===== config.mk =====
export PLATFORM = sky130hd
export DESIGN_NAME = tristate_mux8_scanner
export DESIGN_NICKNAME = d
export VERILOG_FILES = /design/src/rtl/tristate_mux8_scanner.sv
export SDC_FILE = /design/constraint.sdc
export NUM_CORES = 1
export LEC_CHECK = 0
export CORE_AREA = 10 10 56 63
export CTS_CLUSTER_SIZE = 30
export DETAILED_ROUTE_END_ITERATION = 10
export DIE_AREA = 0 0 66 73
export HOLD_SLACK_MARGIN = 0.03
export PLACE_DENSITY_LB_ADDON = 0.05
export SYNTH_ARGS = -nofsm -noshare
export SYNTH_HDL_FRONTEND = slang
export SYNTH_SLANG_ARGS = --single-unit

===== constraint.sdc =====
create_clock -name clk -period 5.04 [get_ports clk]
set_clock_uncertainty 0.2 [all_clocks]
set_input_delay 0.504 -clock clk [delete_from_list [all_inputs] [get_ports clk]]
set_output_delay 0.504 -clock clk [all_outputs]
set_load 0.02 [all_outputs]

===== src/rtl/tristate_mux8_scanner.sv =====
// tristate_mux8_scanner: scans an 8:1 tri-state mux and assembles its samples into a handshaked parallel frame.
module tristate_mux8_scanner #(
  parameter int SETTLE = 2
) (
  input  logic       clk,
  input  logic       rst,
  input  logic       en,
  input  logic       din,
  input  logic       ack,
  input  logic       clr_ovr,
  output logic       sel_i,
  output logic       sel_j,
  output logic       sel_m,
  output logic [2:0] slot,
  output logic [7:0] q,
  output logic       frame_valid,
  output logic       overrun
);
  logic [3:0] cnt;
  logic [6:0] shadow;
  logic [2:0] nxt;
  logic       samp;
  logic       done;
  logic       take;
  assign nxt  = slot + 3'd1;
  assign samp = en && cnt == 4'(SETTLE);
  assign done = samp && slot == 3'd7;
  assign take = !frame_valid || ack;
  always_ff @(posedge clk or posedge rst) begin
    if (rst) begin
      cnt                   <= '0;
      slot                  <= '0;
      shadow                <= '0;
      {sel_m, sel_i, sel_j} <= 3'b111;
    end else if (en) begin
      cnt <= samp ? 4'd0 : cnt + 4'd1;
      if (samp) begin
        if (slot != 3'd7) shadow[slot] <= din;
        slot                  <= nxt;
        {sel_m, sel_i, sel_j} <= ~nxt;
      end
    end
  end
  // A frame completing while the previous one is still unacknowledged is dropped.
  always_ff @(posedge clk or posedge rst) begin
    if (rst) begin
      q           <= '0;
      frame_valid <= 1'b0;
      overrun     <= 1'b0;
    end else begin
      if (done && take) begin
        q           <= {din, shadow};
        frame_valid <= 1'b1;
      end else if (frame_valid && ack) begin
        frame_valid <= 1'b0;
      end
      if (done && !take) overrun <= 1'b1;
      else if (clr_ovr) overrun <= 1'b0;
    end
  end
endmodule


Fig. 1: run 1, track usage over the die
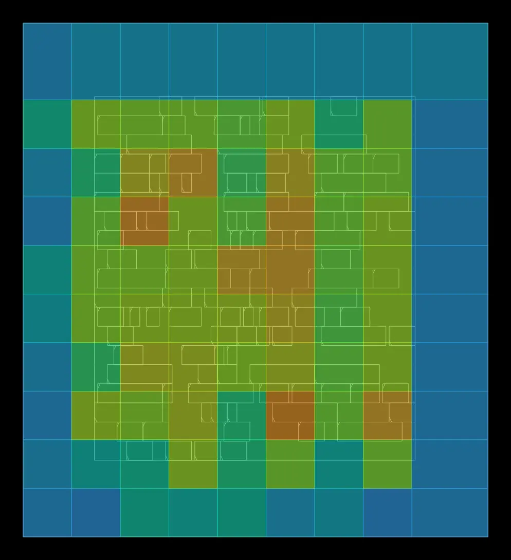
Global Route met1 Usage: 9.51%
met2 routing resource usage after global routing: 12.7%
share of the core filled with cells: 60.9%
drt wl/cell: 13.9 µm

Fig. 2: run 1, pin placement
Drawn at 6 px/µm. Pins as bars across the die edge, other pins in grey.
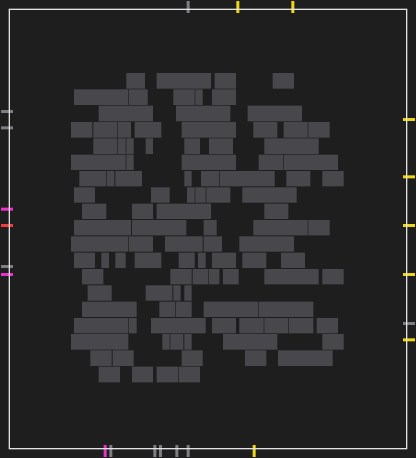
- red: `sel_j` (pins 1; direction output; edge left)
- magenta: `slot` (pins 3; direction output; edge 2 left, 1 bottom)
- yellow: `q` (pins 8; direction output; edge 5 right, 2 top, 1 bottom)
- all pins by edge: 7 bottom, 6 left, 6 right, 3 top

Fig. 3: run 1, met2 routing
Drawn at 6 px/µm.
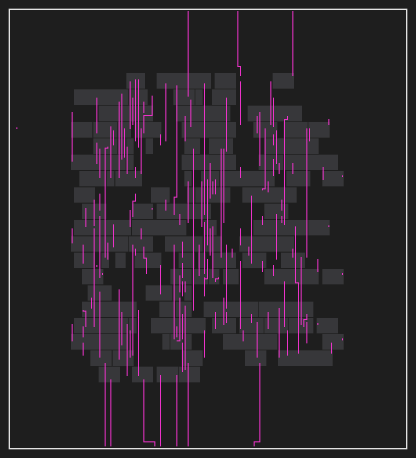
- share of all routed wire: 47%
- main direction: vertical
- longest straight run: 26.9 µm

==> Implementation_results.wiki, run 1 <==
== Implementation results ==
{| class="wikitable"
! Metric !! Value
|-
| Total number of yosys warnings || 0
|-
| Largest registers ranked by flip-flop count || q x8, shadow x7, cnt x4
|-
| Portion of the layout cell area used by non-clock buffers || 14.7%
|-
| CP Launch Point || en
|-
| Top logic cell by instance count in the layout || sky130_fd_sc_hd__dfrtp_1
|-
| Register with the highest flop count || q
|-
| XOR/XNOR Fraction of Synth Area || between 2 and 2.5%
|-
| Final routed DRC violation total || 0
|-
| Number of pins with negative max-slew slack in the final report || 0
|-
| Via count of the first global-routing pass || 705
|-
| Antenna Diode Count || 0
|-
| Element type at the critical path start || input pin
|-
| Largest type area fraction || 50.6%
|-
| Worst Setup Path Type || in -> reg
|-
| RSZ-0062 raised after global routing || false
|-
| Flip-flop count of the largest register after layout || 8
|-
| Flop count || 27
|-
| # clock sinks || 27
|-
| Status || complete, no violations
|-
| Synthesized area per cell || around 14 µm²
|-
| Via count normalized by instance count || 5.01
|-
| Data required time at the worst endpoint || around 5 ns
|-
| Worst Hold Path EP || cnt[3]
|-
| Power of the sequential group || 340 µW
|-
| Dominant flop cell || sky130_fd_sc_hd__dfrtp_1
|-
| Syn Nets || 96
|-
| Kind of capture point of the worst setup path || flip-flop
|-
| Met1 wire length || 825 µm
|-
| Pin slew with the least headroom to its limit || 0.963 ns
|-
| Met3 track utilization from global routing || 3.69%
|-
| Post-synth area hogs || sky130_fd_sc_hd__dfrtp_1, sky130_fd_sc_hd__mux2_2, sky130_fd_sc_hd__dfstp_2
|-
| Kind of cell adding the most delay to the critical path || simple AND/OR/NAND/NOR gates
|-
| Flop share of the area || a little under half
|-
| Peak supply drop || around 280 µV
|-
| RR Endpoint || q[3]
|-
| Non-clock buffer count in the final layout || 21
|-
| Internal power || ~440 µW
|-
| Number of clock-tree buffers in the layout || 4
|-
| Count of hold buffers inserted by post-cts repair || 0
|}
Fig. 4: run 1, the metal 3 layer
Drawn at 6 px/µm.
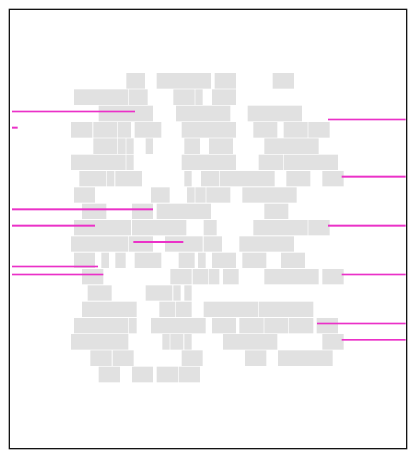

==> run 2: changes to the inputs <==
- CORE_AREA: 10 10 56 63 -> 10 10 60 67
- DIE_AREA: 0 0 66 73 -> 0 0 70 77
- clock period: 5.04 -> 1.94 ns (I/O delays scaled with it)
Fig. 5: run 2, the metal 3 layer
Drawn at 6 px/µm.
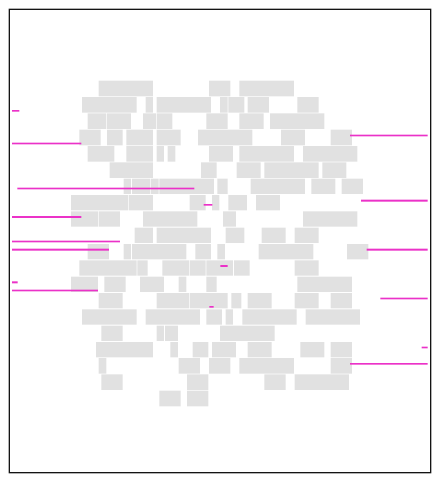
- main direction: horizontal
- share of all routed wire: 7.4%
- wire length on this layer: 158 µm
- nets with wire on the layer: 15
- longest straight run: 29.2 µm

==> Implementation_results.wiki, run 2 <==
== Implementation results ==
{| class="wikitable"
! Metric !! Value
|-
| Status || complete, no violations
|-
| Internal power || 1190 µW (+170%)
|-
| Met3 track utilization from global routing || 3.09% (-0.60 points)
|-
| Flip-flop count of the largest register after layout || 8 (unchanged)
|-
| Via count normalized by instance count || 5.03 (+0.53%)
|-
| Final routed DRC violation total || 0 (unchanged)
|-
| Power of the sequential group || 839 µW (+150%)
|-
| Worst Hold Path EP || overrun
|-
| Register with the highest flop count || q
|-
| Insertion delay to the later sink of the worst-skew pair || between 0.3 and 0.4 ns
|-
| Met1 wire length || 945 µm (+15%)
|-
| Wirelength, routed || 2120 µm
|-
| Element type at the critical path start || flip-flop
|-
| RSZ-0062 raised after global routing || false
|-
| Post-synth area hogs || sky130_fd_sc_hd__dfrtp_1, sky130_fd_sc_hd__mux2_2, sky130_fd_sc_hd__dfstp_2
|-
| Largest registers ranked by flip-flop count || q x8, shadow x7, cnt x4
|-
| Pin slew with the least headroom to its limit || 0.342 ns (-0.621 ns)
|-
| Share of the core filled with cells || 56.1% (-4.8 points)
|-
| Flop count || 27 (unchanged)
|-
| Via count of the first global-routing pass || 812 (+15%)
|-
| # clock sinks || 27 (unchanged)
|-
| CP Launch Point || sel_j
|-
| Met2 routing resource usage after global routing || 13.3% (+0.65 points)
|-
| Syn Nets || 96 (unchanged)
|-
| Top logic cell by instance count in the layout || sky130_fd_sc_hd__dfrtp_1
|-
| Dominant flop cell || sky130_fd_sc_hd__dfrtp_1
|-
| Number of pins with negative max-slew slack in the final report || 0 (unchanged)
|-
| Count of hold buffers inserted by post-cts repair || 1 (+1)
|-
| Global Route met1 Usage || 9.49% (-0.023 points)
|-
| Synthesized area per cell || 13.8 µm² (unchanged)
|-
| Portion of the layout cell area used by non-clock buffers || 18.6% (+4.0 points)
|-
| Row Count || 20
|-
| Combinational cell area excluding buffers and inverters || about 470 µm²
|-
| Kind of capture point of the worst setup path || primary output
|-
| Worst Setup Path Type || reg -> out
|-
| RR Endpoint || shadow[6]
|-
| Number of clock-tree buffers in the layout || 3 (-1)
|-
| Drt wl/cell || 14.3 µm (+3.2%)
|-
| Flop share of the area || 44.8% (-2.6 points)
|-
| Kind of cell adding the most delay to the critical path || buffers and inverters
|-
| Largest type area fraction || 50.6% (unchanged)
|-
| Antenna Diode Count || 0 (unchanged)
|-
| Data required time at the worst endpoint || 1.55 ns (-3.50 ns)
|}
Fig. 6: run 2, signal metal coverage by tile
Drawn at 4 px/µm. The die is cut into 14 by 15 equal tiles; dark blue is low, red is high, scaled to the fullest tile. Values are wire area over tile area, all layers added.
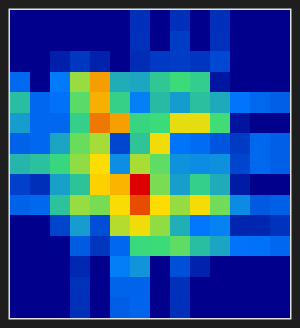
- emptiest ninth of the die: lower left
- densest ninth of the die: centre
- mean over tiles: 0.063

==> run 3: changes to the inputs <==
- SLEW_MARGIN: not set -> 20
Fig. 7: run 3, met2 routing
Drawn at 6 px/µm.
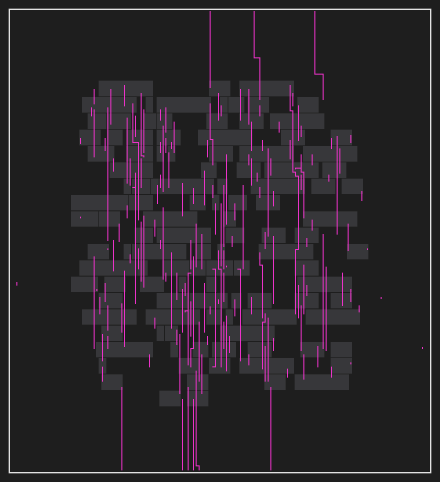
- share of all routed wire: 47%
- longest straight run: 22.1 µm
- nets with wire on the layer: 111
- main direction: vertical

Fig. 8: run 3, signal metal coverage by tile
Drawn at 4 px/µm. The die is cut into 14 by 15 equal tiles; dark blue is low, red is high, scaled to the fullest tile. Values are wire area over tile area, all layers added.
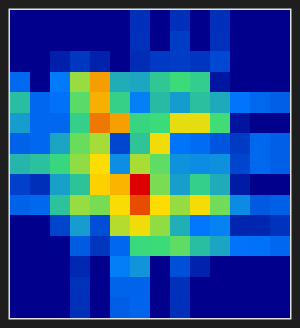
- emptiest ninth of the die: lower left
- nearly empty tiles: 33%
- fullest tile: 0.27

==> Implementation_results.wiki, run 3 <==
== Implementation results ==
{| class="wikitable"
! Metric !! Value
|-
| Kind of capture point of the worst setup path || primary output
|-
| Wirelength, routed || 2120 µm (unchanged)
|-
| Met1 wire length || 945 µm (unchanged)
|-
| Internal power || 1190 µW (unchanged)
|-
| # clock sinks || 27 (unchanged)
|-
| Status || complete, no violations
|-
| Worst Setup Path Type || reg -> out
|-
| Worst-case headroom to the max-slew limit || between 70% and 80%
|-
| Via count normalized by instance count || 5.03 (unchanged)
|-
| Final routed DRC violation total || 0 (unchanged)
|-
| Register with the highest flop count || q
|-
| Dominant flop cell || sky130_fd_sc_hd__dfrtp_1
|-
| CP Launch Point || sel_j
|-
| Via count of the first global-routing pass || 812 (unchanged)
|-
| Synthesized area per cell || 13.8 µm² (unchanged)
|-
| Portion of the layout cell area used by non-clock buffers || 18.6% (unchanged)
|-
| Worst Hold Path EP || overrun
|-
| Pin slew with the least headroom to its limit || 0.342 ns (unchanged)
|-
| Number of clock-tree buffers in the layout || 3 (unchanged)
|-
| Element type at the critical path start || flip-flop
|-
| RR Endpoint || shadow[6]
|-
| Met2 routing resource usage after global routing || 13.3% (unchanged)
|-
| Largest type area fraction || 50.6% (unchanged)
|-
| Final weighted congestion in routability-driven placement || 0.730
|-
| Post-synth area hogs || sky130_fd_sc_hd__dfrtp_1, sky130_fd_sc_hd__mux2_2, sky130_fd_sc_hd__dfstp_2
|-
| Kind of cell adding the most delay to the critical path || buffers and inverters
|-
| Met3 track utilization from global routing || 3.09% (unchanged)
|-
| Flip-flop count of the largest register after layout || 8 (unchanged)
|-
| Antenna Diode Count || 0 (unchanged)
|-
| Combinational cell area excluding buffers and inverters || 470 µm² (unchanged)
|-
| Top logic cell by instance count in the layout || sky130_fd_sc_hd__dfrtp_1
|-
| Syn Nets || 96 (unchanged)
|-
| Maximum clock path buffer count || 2
|-
| Multi-input logic portion of the cell area || 31.0%
|-
| Insertion delay to the later sink of the worst-skew pair || 0.32 ns (about the same)
|-
| Data required time at the worst endpoint || 1.55 ns (about the same)
|-
| Count of hold buffers inserted by post-cts repair || 1 (unchanged)
|-
| Power of the sequential group || 839 µW (about the same)
|-
| Row Count || 20 (unchanged)
|}
Power figures rest on the tool's default switching activity, not on a simulated workload.
